run_1/layer_met1.png
Supply wires on this layer in gray.
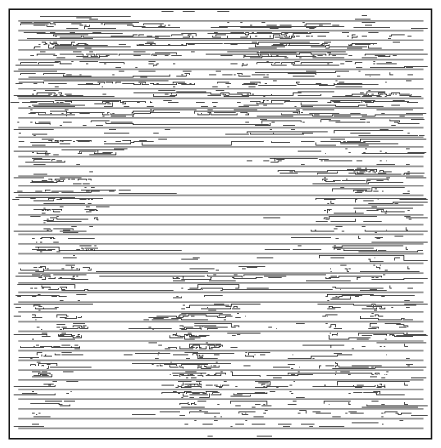
run_1/layer_met2.png
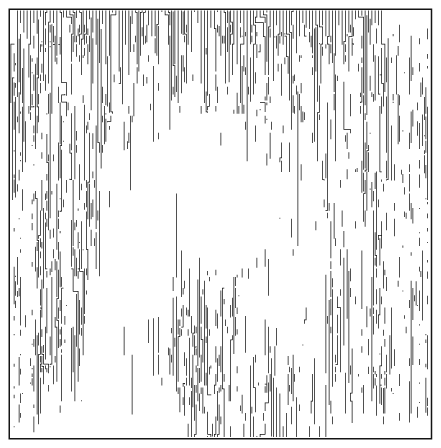
run_1/layer_met3.png
The bar under the picture is 20 um long.
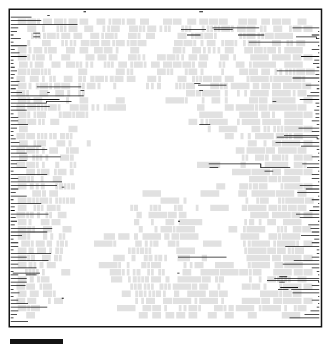
==> src/rtl/dmem_arbiter.sv <==
// Round-robin arbiter sharing one single-port data memory between two requesters,
// with per-port lock (watchdog-bounded), address checking and registered responses.
module dmem_arbiter #(
    parameter int unsigned DEPTH    = 1000,
    parameter int unsigned MAX_LOCK = 16
) (
    input  logic             clk,
    input  logic             rst,
    input  logic [1:0]       req_valid,
    output logic [1:0]       req_ready,
    input  logic [1:0]       req_we,
    input  logic [1:0]       req_lock,
    input  logic [1:0][31:0] req_addr,
    input  logic [1:0][31:0] req_wdata,
    output logic [1:0]       rsp_valid,
    output logic [1:0]       rsp_err,
    output logic [1:0][31:0] rsp_rdata,
    output logic             dm_en,
    output logic [31:0]      dm_addr,
    output logic [31:0]      dm_wdata,
    input  logic [31:0]      dm_rdata
);

    localparam int unsigned     CNT_W      = (MAX_LOCK > 2) ? $clog2(MAX_LOCK) : 1;
    localparam logic [31:0]     ADDR_LIMIT = 32'(DEPTH * 4);
    localparam logic [CNT_W-1:0] CNT_LAST  = CNT_W'(MAX_LOCK - 1);

    typedef enum logic [1:0] {
        IDLE  = 2'd0,
        LOCK0 = 2'd1,
        LOCK1 = 2'd2
    } state_t;

    state_t           state;
    state_t           state_nxt;
    logic             last_grant;
    logic             last_grant_nxt;
    logic [CNT_W-1:0] lock_cnt;
    logic [CNT_W-1:0] lock_cnt_nxt;
    logic             sel;
    logic [1:0]       addr_err;
    logic             dm_sel;

    // Misaligned or beyond the last word.
    always_comb begin
        for (int i = 0; i < 2; i++) begin
            addr_err[i] = (req_addr[i][1:0] != 2'b00) || (req_addr[i] >= ADDR_LIMIT);
        end
    end

    always_ff @(posedge clk) begin
        if (rst) begin
            state      <= IDLE;
            last_grant <= 1'b1;
            lock_cnt   <= '0;
        end else begin
            state      <= state_nxt;
            last_grant <= last_grant_nxt;
            lock_cnt   <= lock_cnt_nxt;
        end
    end

    always_comb begin
        req_ready      = '0;
        state_nxt      = state;
        last_grant_nxt = last_grant;
        lock_cnt_nxt   = lock_cnt;
        sel            = 1'b0;

        unique case (state)
            IDLE: begin
                if (req_valid == 2'b11) begin
                    sel = ~last_grant;
                end else begin
                    sel = req_valid[1];
                end
                req_ready[sel] = req_valid[sel];
            end
            LOCK0: begin
                sel          = 1'b0;
                req_ready[0] = req_valid[0];
                lock_cnt_nxt = lock_cnt + CNT_W'(1);
            end
            LOCK1: begin
                sel          = 1'b1;
                req_ready[1] = req_valid[1];
                lock_cnt_nxt = lock_cnt + CNT_W'(1);
            end
            default: state_nxt = IDLE;
        endcase

        if (rst) begin
            req_ready = '0;
        end

        if (|req_ready) begin
            last_grant_nxt = sel;
            if (state == IDLE && req_lock[sel]) begin
                state_nxt    = sel ? LOCK1 : LOCK0;
                lock_cnt_nxt = '0;
            end else if (state != IDLE && !req_lock[sel]) begin
                state_nxt    = IDLE;
                lock_cnt_nxt = '0;
            end
        end

        // Watchdog: forced release hands the next contention to the other port.
        if (state != IDLE && lock_cnt == CNT_LAST) begin
            state_nxt      = IDLE;
            last_grant_nxt = sel;
            lock_cnt_nxt   = '0;
        end
    end

    // Memory drive follows the granted port, port 0 when idle.
    assign dm_sel   = req_ready[1];
    assign dm_addr  = req_addr[dm_sel];
    assign dm_wdata = req_wdata[dm_sel];
    assign dm_en    = (|req_ready) && req_we[dm_sel] && !addr_err[dm_sel];

    always_ff @(posedge clk) begin
        if (rst) begin
            rsp_valid <= '0;
            rsp_err   <= '0;
            rsp_rdata <= '0;
        end else begin
            rsp_valid <= req_ready;
            for (int i = 0; i < 2; i++) begin
                rsp_err[i]   <= req_ready[i] & addr_err[i];
                rsp_rdata[i] <= (req_ready[i] && !req_we[i] && !addr_err[i]) ? dm_rdata : 32'h0;
            end
        end
    end

endmodule

==> config.mk <==
export PLATFORM = sky130hd
export DESIGN_NAME = dmem_arbiter
export DESIGN_NICKNAME = d
export VERILOG_FILES = /design/src/rtl/dmem_arbiter.sv
export SDC_FILE = /design/constraint.sdc
export NUM_CORES = 1
export LEC_CHECK = 0
export ABC_AREA = 1
export CAP_MARGIN = 20
export CORE_AREA = 2 2 116 118
export DETAILED_ROUTE_END_ITERATION = 8
export DIE_AREA = 0 0 118 120
export PLACE_DENSITY = 0.7
export SETUP_SLACK_MARGIN = 0.5
export SKIP_CTS_REPAIR_TIMING = 1
export SYNTH_ARGS = -nofsm -noshare
export SYNTH_HDL_FRONTEND = slang
export SYNTH_SLANG_ARGS = --single-unit
==> constraint.sdc <==
create_clock -name clk -period 4.9 [get_ports clk]
set_input_delay 0.98 -clock clk [delete_from_list [all_inputs] [get_ports clk]]
set_output_delay 0.98 -clock clk [all_outputs]
set_load 0.01 [all_outputs]
==> impl_metrics.py, run 1 <==
# Synthesis and PnR figures
metrics = {
    "critical_path": {
        "critPathArrivalTime_ns": 3.14,
        "worst_setup_path_startpoint": "req_valid[1]",
        "crit_type": "input pin to primary output",
        "end_kind": "primary output",
        "slowest_delay_ns": 0.56,
    },
    "outcome": {
        "outcome": "finished, final reports clean",
    },
    "detailed_routing": {
        "detail-route-antenna-nets": 0,
        "routedWlPerCell_um": 13.34,
        "post_drt_via_cell_ratio": 4.140,
        "wl_met2_um": 6320,
        "drt_iter0_drc": 220,
        "dr.pass1.iters": 5,
        "wl_met1_um": 5483,
    },
    "logic_synthesis": {
        "ys_ff": 75,
        "synthAoiAreaFrac_pct": 4.397,
        "yosys_warnings": 0,
        "syn_inst": 508,
        "ys_sh_adder_pct": 2.199,
        "syn_nets": 682,
        "yosys_cells": 508,
        "simple_gate_area_share_pct": 36.09,
        "synth.distinct_cells": 22,
        "avgSynthCellArea_um2": 6.722,
        "ys_area_um2": 3415,
    },
    "grt": {
        "track_usage_pct": 18.34,
        "overflow": 0,
        "grt_util_met3_pct": 5.608,
        "grt-busiest-layer": "met2",
        "grt_pass1_vias": 3983,
    },
    "power_and_ir_drop": {
        "powerDensity_nw_per_um2": 251.2,
        "p_leak_nw": 3.133,
    },
    "cells_and_area": {
        "logic_area_um2": 1485,
        "reg_top3": "rsp_rdata (64), lock_cnt (4)",
        "clkCellAreaFrac_pct": 4.433,
        "regMostFlops": "rsp_rdata",
        "largest_register_ffs": 64,
        "nClkBuffers": 11,
        "syn2layout_area_growth_pct": 100.0,
        "layout-drive-gt1-share_pct": 4.697,
        "comb_area_share_pct": 21.74,
        "buf_share_pct": 44.77,
        "stdcell_count": 985,
        "seq_share_pct": 21.98,
        "seqCellArea_um2": 1501,
    },
    "clock_tree": {
        "cts_inserted_buffers": 9,
        "cts_tree": "yes",
        "cts_buffer_depth": 2,
        "insertion_delay_ns": 0.33,
        "clk_transition_reported_paths_ns": 0.06,
        "cts-root-buf": "clkbuf_16",
        "cts_sinks": 75,
        "cts_htree_levels": 3,
    },
    "min_path": {
        "hold_end": "last_grant",
        "holdPathStages": 2,
        "hold_start": "last_grant",
    },
    "die": {
        "die-area_um2": 14160,
        "die_w_um": 118,
        "num_rows": 42,
        "fp_util_pct": 26.31,
        "pin_count": 303,
        "tap_cells": 176,
    },
    "sta": {
        "tns_ns": 0,
        "slew_viol_final": 0,
        "hold_viol": 0,
        "max_slew_margin_pct": 48.23,
        "finalSetupViolCount": 0,
        "tightest_slew_ns": 0.7738,
        "rsz0062_at_grt": "false",
        "fin_crit_ns": 4.125,
        "timing.fmax_mhz": 242.4,
        "finalCritPeriodShare_pct": 84.18,
    },
    "placed_design": {
        "gp_congestion": 0.8576,
        "place_inst": 969,
        "portBuffers": 302,
    },
}
## Picture notes: layer_met1.png
The longest straight run is 37.9 um. 846 nets have wire on it. The layer carries 5480 um of wire. The layer holds 42% of the routed length.
routed via count: 4078
Post-Route WL: 13140 um
M1 GR Usage: 22.04%

## Picture notes: layer_met2.png
The wires run mostly vertical. 771 nets have wire on it. The layer holds 48% of the routed length. The longest straight run is 43.2 um. The layer carries 6320 um of wire.
met2 GRT Util: 30.78%

## Picture notes: layer_met3.png
185 nets have wire on it. The longest straight run is 27.4 um. The layer holds 8.1% of the routed length. The layer carries 1070 um of wire.

run 1: per-stage QoR:
| stage | util (%) | area, um2 | power [mW] | worst slack, ns |
|---|---|---|---|---|
| after floorplan | - | 3415 | 0.7975 | 2.128 |
| after global placement | 50.29 | 6528 | 1.073 | 0.7909 |
| after detailed placement | 50.29 | 6528 | 1.073 | 0.7743 |
| after CTS | 52.62 | 6830 | 1.738 | 0.7638 |
| after global routing | 52.62 | 6830 | 1.806 | 0.6014 |
| final | 52.62 | 6830 | 1.716 | 0.7753 |
run 1: worst max-delay path, delay by kind of cell:
family                 cells  cell delay, ns
AND/OR/NAND/NOR            6            0.41
buffers and inverters      5            1.74
run 1: cells in the mapped netlist:
cell	number	area [um2]
nand2_1	179	671.9
nor2_1	86	322.8
dfxtp_1	75	1501
inv_1	68	255.2
o21ai_0	20	100.1
nand3_1	14	70.07
nor2_2	12	75.07
buf_6	11	123.9
buf_2	6	30.03
ha_1	6	75.07
o21ai_1	6	30.03
nand4_1	5	31.28
a21oi_1	4	20.02
nand2_2	4	25.02
clkbuf_1	3	11.26
inv_2	2	7.510
nand2_4	2	22.52
mux2i_1	1	10.01
nand3b_1	1	7.510
or2_0	1	6.260
xnor2_1	1	8.760
xor2_1	1	8.760
run 1: cells in the final DEF (no fill, tap or decap), types with 4 or more instances in the layout:
cell	n
a21oi_1	4
o21ai_1	6
ha_1	6
o21ai_0	20
nand4_1	5
nor2_1	86
nand3_1	14
clkdlybuf4s50_1	302
dfxtp_1	75
nand2_2	4
clkbuf_16	9
nand2_1	179
nor2_2	12
inv_1	68
run 1: power breakdown:
| group | internal (mW) | total, mW | switching (mW) |
|---|---|---|---|
| Combinational | 0.256 | 0.437 | 0.180 |
| Clock | 0.410 | 0.656 | 0.246 |
| Sequential | 0.618 | 0.623 | 0.00501 |
--- run 2 (diff from run 1) ---
==> constraint.sdc (replaced) <==
create_clock -name clk -period 4 [get_ports clk]
set_input_delay 0.8 -clock clk [delete_from_list [all_inputs] [get_ports clk]]
set_output_delay 0.8 -clock clk [all_outputs]
set_load 0.01 [all_outputs]
run_2/layer_met2.png
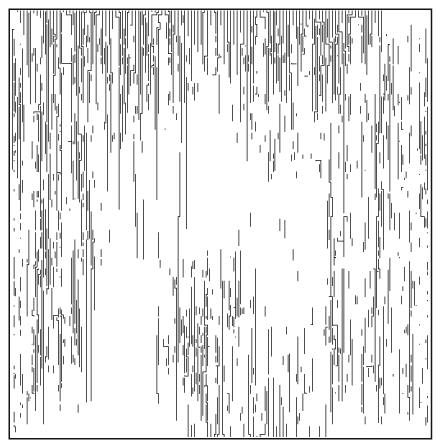
The layer holds 50% of the routed length. The layer carries 6910 um of wire.

run_2/clocks.png
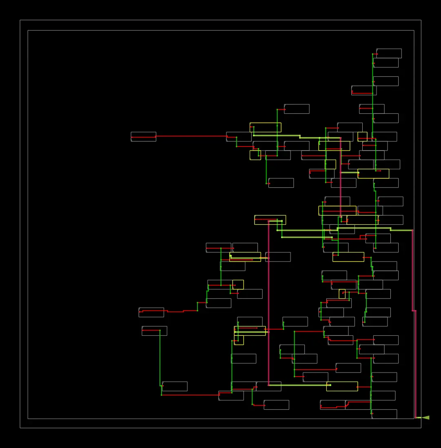
clk_lat worst skew: 0.33 ns
FFs & Latches: 75

run_2/layer_met3.png
The bar under the picture is 20 um long.
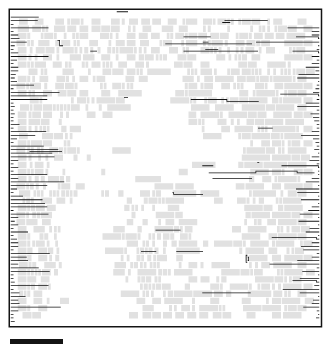
183 nets have wire on it. The longest straight run is 32.7 um. The layer carries 1100 um of wire.
Post-Route WL: 13960 um
routed via count: 4144

==> run 2 against run 1 <==
Compared with the run above:
- cell count grew 0.51%
- via count grew 1.6%
- register-to-register slack lost 0.85 ns
- sequential cell count is the same
- clock skew shrank 0.0064 ns
- total power grew 23%
- highest routed layer unchanged
==> impl_metrics.py, run 2 <==
# Synthesis and PnR figures
metrics = {
    "outcome": {
        "outcome": "finished, final reports clean",
    },
    "cells_and_area": {
        "regMostFlops": "rsp_rdata",
        "stdcell_count": 990,
        "final_util_pct": 54.25,
        "logic_area_um2": 1499,
        "mostFrequentLayoutCells": "clkdlybuf4s50_1 (274), nand2_1 (179), nor2_1 (84), dfxtp_1 (75), inv_1 (68)",
        "nClkBuffers": 9,
        "seq_share_pct": 21.32,
        "largest_register_ffs": 64,
        "reg_top3": "rsp_rdata (64), lock_cnt (4)",
        "comb_area_share_pct": 21.29,
        "clkCellAreaFrac_pct": 4.282,
        "seqCellArea_um2": 1501,
        "final_common_cell": "clkdlybuf4s50_1",
        "design_area_um2": 7042,
    },
    "logic_synthesis": {
        "ys_ff": 75,
        "syn_nets": 682,
        "synthFlopType": "dfxtp_1",
        "ys_area_um2": 3415,
        "edf_count": 0,
        "avgSynthCellArea_um2": 6.722,
        "topCellsByArea": "dfxtp_1 (44%), nand2_1 (20%), nor2_1 (9.5%), inv_1 (7.5%), buf_6 (3.6%)",
        "yosys_warnings": 0,
        "syn_inst": 508,
        "ys_sh_adder_pct": 2.199,
        "netlist_top_cells_count": "nand2_1 (179), nor2_1 (86), dfxtp_1 (75)",
        "largest_area_cell": "dfxtp_1",
    },
    "critical_path": {
        "critPathArrivalTime_ns": 2.74,
        "end_kind": "primary output",
        "crit_type": "input pin to primary output",
    },
    "die": {
        "pin_count": 303,
        "die-area_um2": 14160,
        "die_w_um": 118,
        "tap_cells": 176,
        "num_rows": 42,
    },
    "sta": {
        "timing.fmax_mhz": 282.2,
        "fin_crit_ns": 3.543,
        "rsz0062_at_grt": "true",
        "tightest_slew_ns": 0.7577,
        "slew_viol_final": 0,
        "finalCritPeriodShare_pct": 88.59,
        "tns_ns": 0,
    },
    "min_path": {
        "hold_end": "last_grant",
        "hold_start": "last_grant",
        "holdPathStages": 2,
    },
    "power_and_ir_drop": {
        "combPwrFrac_pct": 26.2,
        "swShare_pct": 26.01,
        "p_int_mw": 1.565,
        "seqPwrFrac_pct": 36.1,
        "p_total_mw": 2.116,
        "clkPwrFrac_pct": 37.7,
    },
    "detailed_routing": {
        "routedWlPerCell_um": 14.10,
        "dr.pass1.iters": 4,
        "wl_met2_um": 6914,
        "detail-route-antenna-nets": 0,
        "post_drt_via_cell_ratio": 4.186,
        "drt_iter0_drc": 205,
    },
    "grt": {
        "grt-busiest-layer": "met2",
        "overflow": 0,
        "grt_pass1_vias": 3798,
        "track_usage_pct": 18.17,
        "met2_usage_pct": 31.32,
        "grt_util_met3_pct": 6.084,
    },
    "clock_tree": {
        "clk_transition_reported_paths_ns": 0.06,
        "cts_sinks": 75,
        "cts_buffer_depth": 2,
        "cts-root-buf": "clkbuf_16",
        "cts_inserted_buffers": 9,
        "cts_htree_levels": 3,
    },
    "placed_design": {
        "place_inst": 969,
        "placed_cell_area_um2": 6540,
    },
}
==> run 2: cell counts after synthesis <==
No cell type changed its count.
==> run 2: worst max path at each step <==
stage | startpoint | endpoint | slack, ns
after floorplan | req_valid[1] | dm_en | 1.59
after global placement | req_addr[62] | dm_en | 0.33
after detailed placement | req_addr[62] | dm_en | 0.31
after CTS | req_addr[62] | dm_en | 0.31
after global routing | req_valid[1] | dm_addr[20] | 0.38
final | req_valid[1] | dm_addr[20] | 0.46
==> run 2: worst max-delay path, cell delays in order <==
cell and delay, ns:
clkdlybuf4s50_1 0.50, nand2_1 0.06, inv_1 0.06, nand2_2 0.07, nand2_4 0.10, nand2_8 0.10, buf_6 0.19, o21ai_0 0.25
clkdlybuf4s50_1 0.60
==> run 2: power groups by stage <==
stage / registers [mW] / logic [mW] / clock network, mW
after floorplan: 0.780 / 0.197 / 0
after global placement: 0.779 / 0.537 / 0
after detailed placement: 0.780 / 0.537 / 0
after CTS: 0.763 / 0.541 / 0.819
after global routing: 0.764 / 0.604 / 0.867
final: 0.763 / 0.554 / 0.798
==> run 2: through the flow <==
| step | hold WS (ns) | setup WS (ns) |
|---|---|---|
| 2_1_floorplan | 0.4427 | 1.588 |
| 3_3_place_gp | 0.4766 | 0.3298 |
| 3_5_place_dp | 0.4860 | 0.3127 |
| 4_1_cts | 0.4997 | 0.3127 |
| 5_1_grt | 0.5330 | 0.3793 |
| 6_report | 0.4964 | 0.4565 |
==> run 2: cell families after synthesis <==
logic type / after synthesis
adders and majority gates: 6
and+or+nand+nor: 304
DFF: 75
AOI/OAI and AO/OA: 30
muxes: 1
xor gates and xnor gates: 2
buffers and inverters: 90
--- run 3 (diff from run 2) ---
--- a/config.mk
+++ b/config.mk
@@ -6,10 +6,10 @@
 export NUM_CORES = 1
 export LEC_CHECK = 0
 export ABC_AREA = 1
-export CAP_MARGIN = 20
 export CORE_AREA = 2 2 116 118
 export DETAILED_ROUTE_END_ITERATION = 8
 export DIE_AREA = 0 0 118 120
+export GPL_TIMING_DRIVEN = 0
 export PLACE_DENSITY = 0.7
 export SETUP_SLACK_MARGIN = 0.5
 export SKIP_CTS_REPAIR_TIMING = 1
run_3/clocks.png
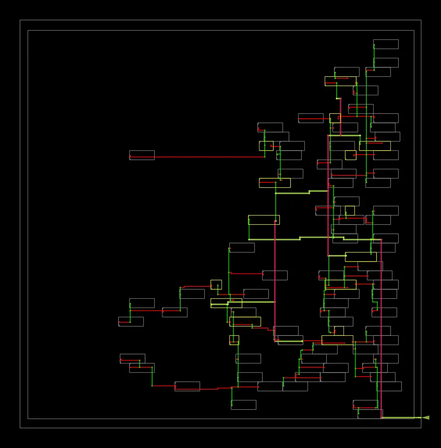
clk pwr: 755 uW
clock sink count: 75
Inserted Clock Buffers: 9
clock buffer count in the final layout: 9
worst clock skew: 0.006411 ns

run_3/layer_met1.png
Supply wires on this layer in gray.
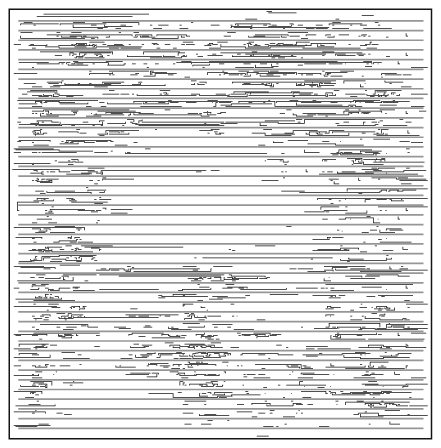
The wires run mostly horizontal. The longest straight run is 54.7 um.
M1 GR Usage: 21.40%
Post-Route WL: 13690 um
routed via count: 4089

run_3/layer_met2.png
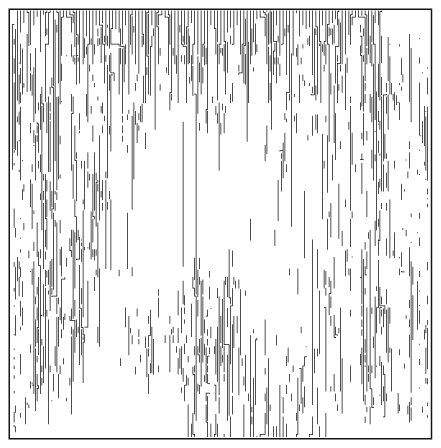
The longest straight run is 56.1 um. The wires run mostly vertical. The layer carries 6750 um of wire. 775 nets have wire on it. The layer holds 49% of the routed length.

==> run 3 against run 2 <==
Compared with the run above:
- clock skew up 0.0017 ns
- sequential cell count unchanged
- total power decreased by 2.5%
- clock-buffer cell count unchanged
- maximum frequency decreased by 0.46%
- register-to-register slack improved by 0.58 ns
- global-route usage is 0.71 points higher
- critical endpoint is now dm_wdata[6]
==> impl_metrics.py, run 3 <==
# Synthesis and PnR figures
metrics = {
    "outcome": {
        "outcome": "finished, final reports clean",
    },
    "clock_tree": {
        "cts-root-buf": "clkbuf_16",
        "insertion_delay_ns": 0.33,
        "cts_tree": "yes",
        "cts_buffer_depth": 2,
        "clk_transition_reported_paths_ns": 0.06,
        "cts_htree_levels": 3,
    },
    "critical_path": {
        "worst_setup_path_startpoint": "req_valid[1]",
        "endpoint": "dm_wdata[6]",
        "end_kind": "primary output",
        "r2r-start": "state[0]",
        "critPathArrivalTime_ns": 2.76,
        "crit_type": "input pin to primary output",
        "worst-r2r-setup-slack_ns": 2.34,
        "rr_worst_depth": 9,
        "path_max_fanout": 10,
        "worst_setup_path_start_kind": "input pin",
        "reg2reg_to": "rsp_rdata[23]",
        "cp_data_required_time_ns": 3.20,
    },
    "cells_and_area": {
        "design_area_um2": 7076,
        "final_common_cell": "clkdlybuf4s50_1",
        "antenna-diode-count": 0,
        "nets": 995,
        "regMostFlops": "rsp_rdata",
        "syn2layout_area_growth_pct": 107.2,
        "stdcell_count": 1002,
        "reg_top3": "rsp_rdata (64), lock_cnt (4)",
        "final_util_pct": 54.51,
        "mostFrequentLayoutCells": "clkdlybuf4s50_1 (267), nand2_1 (179), nor2_1 (85), dfxtp_1 (75), inv_1 (68)",
        "layout-drive-gt1-share_pct": 6.901,
        "fill_cells": 1263,
        "largest_register_ffs": 64,
    },
    "logic_synthesis": {
        "ys_area_um2": 3415,
        "synth.distinct_cells": 22,
        "netlist_top_cells_count": "nand2_1 (179), nor2_1 (86), dfxtp_1 (75)",
        "largest_area_cell": "dfxtp_1",
        "synthFlopType": "dfxtp_1",
        "topCellsByArea": "dfxtp_1 (44%), nand2_1 (20%), nor2_1 (9.5%), inv_1 (7.5%), buf_6 (3.6%)",
        "edf_count": 0,
        "syn_nets": 682,
        "most_common_cell": "nand2_1",
        "yosys_cells": 508,
        "netlist_area_um2": 3415,
        "top_cell_area_share_pct": 43.97,
        "avgSynthCellArea_um2": 6.722,
        "ys_ff": 75,
        "async_flop_share_pct": 0,
        "yosys_warnings": 0,
        "syn_inst": 508,
        "ys_seq_share_pct": 43.97,
    },
    "die": {
        "die_w_um": 118,
        "fp_util_pct": 26.31,
        "num_rows": 42,
        "die-area_um2": 14160,
        "pin_count": 303,
        "dieHeight_um": 120,
        "coreArea_um2": 12980,
    },
    "grt": {
        "met2_usage_pct": 32.78,
        "track_usage_pct": 18.88,
        "grt-busiest-layer": "met2",
        "grt_util_met3_pct": 6.131,
        "grt_max_degree": 16,
        "grt_pass1_wl_um": 20610,
        "antenna_found_initial": 0,
        "overflow": 0,
        "grt_pass1_vias": 3924,
    },
    "sta": {
        "finalCritPeriodShare_pct": 89.00,
        "tns_ns": 0,
        "timing.fmax_mhz": 280.9,
        "tightest_slew_ns": 0.2632,
        "slew_viol_final": 0,
        "fin_ws_ns": 0.4401,
        "rsz0062_at_grt": "true",
        "hold-worst-slack_ns": 0.4796,
        "fin_crit_ns": 3.560,
        "hold_viol": 0,
    },
    "power_and_ir_drop": {
        "powerDensity_nw_per_um2": 291.6,
        "vdd_drop_max_mv": 0.1820,
        "p_total_mw": 2.063,
        "p_leak_nw": 3.537,
    },
    "detailed_routing": {
        "post_drt_via_cell_ratio": 4.081,
        "drt_iter0_drc": 202,
        "drcViolationCount": 0,
        "dr.pass1.iters": 4,
        "dr_wl_met3_um": 1120,
        "routedWlPerCell_um": 13.67,
        "detail-route-antenna-nets": 0,
        "wl_met1_um": 5529,
        "highest_layer": "met4",
        "wl_met2_um": 6754,
    },
    "placed_design": {
        "dp_hpwl_um": 11440,
        "place_inst": 986,
        "pre_cts_slack_ns": 0.2603,
        "portBuffers": 302,
        "placed_cell_area_um2": 6658,
        "gp_congestion": 0.8210,
    },
    "min_path": {
        "min_path_type": "register to register",
    },
    "job": {
        "log.warning_count": 31,
    },
}
-- run 3: cell counts after synthesis --
Identical to the previous run, type by type.
-- run 3: worst min-delay path by stage --
stage,depth (start not counted),start,to,slack [ns]
2_1_floorplan,2,last_grant,last_grant,0.44
3_3_place_gp,2,last_grant,last_grant,0.47
3_5_place_dp,2,last_grant,last_grant,0.47
4_1_cts,2,last_grant,last_grant,0.48
5_1_grt,2,last_grant,last_grant,0.55
6_report,2,last_grant,last_grant,0.48
-- run 3: final cells by class --
type / instances / area [um2] / area share, %
timing repair buffer: 302 / 3110 / 43.96
sequential: 75 / 1501 / 21.22
multi-input combinational: 343 / 1496 / 21.15
inverter: 70 / 262.8 / 3.714
clock buffer: 9 / 225.2 / 3.183
tap: 176 / 220.2 / 3.112
buffer: 20 / 198.9 / 2.812
clock inverter: 7 / 60.06 / 0.8488
-- run 3: logic make-up (layout without fill, tap and decap cells) --
kind of cell	count (synthesis)	after routing	share of synthesized area (%)
adders and majority gates	6	6	2.199
muxes	1	1	0.2932
xor gates and xnor gates	2	2	0.5131
DFF	75	75	43.97
and+or+nand+nor	304	304	36.09
AOI/OAI and AO/OA	30	30	4.397
buffers and inverters	90	408	12.53
-- run 3: worst max-delay path, stage by stage --
cell             delay (ns)
clkdlybuf4s50_1        0.51
nand2_1                0.07
inv_1                  0.06
nand2_2                0.07
nand2_4                0.10
nand2_8                0.08
inv_2                  0.09
buf_8                  0.15
buf_6                  0.15
nand2_1                0.05
nand2_1                0.08
clkdlybuf4s50_1        0.54
-- run 3: power by group --
| group | total (mW) | internal (mW) | leakage (nW) | switching (mW) |
|---|---|---|---|---|
| sequential | 0.763 | 0.757 | 0.605 | 0.00584 |
| combinational | 0.545 | 0.316 | 2.80 | 0.230 |
| clock | 0.755 | 0.429 | 0.131 | 0.326 |
Power and IR drop assume default switching activity.
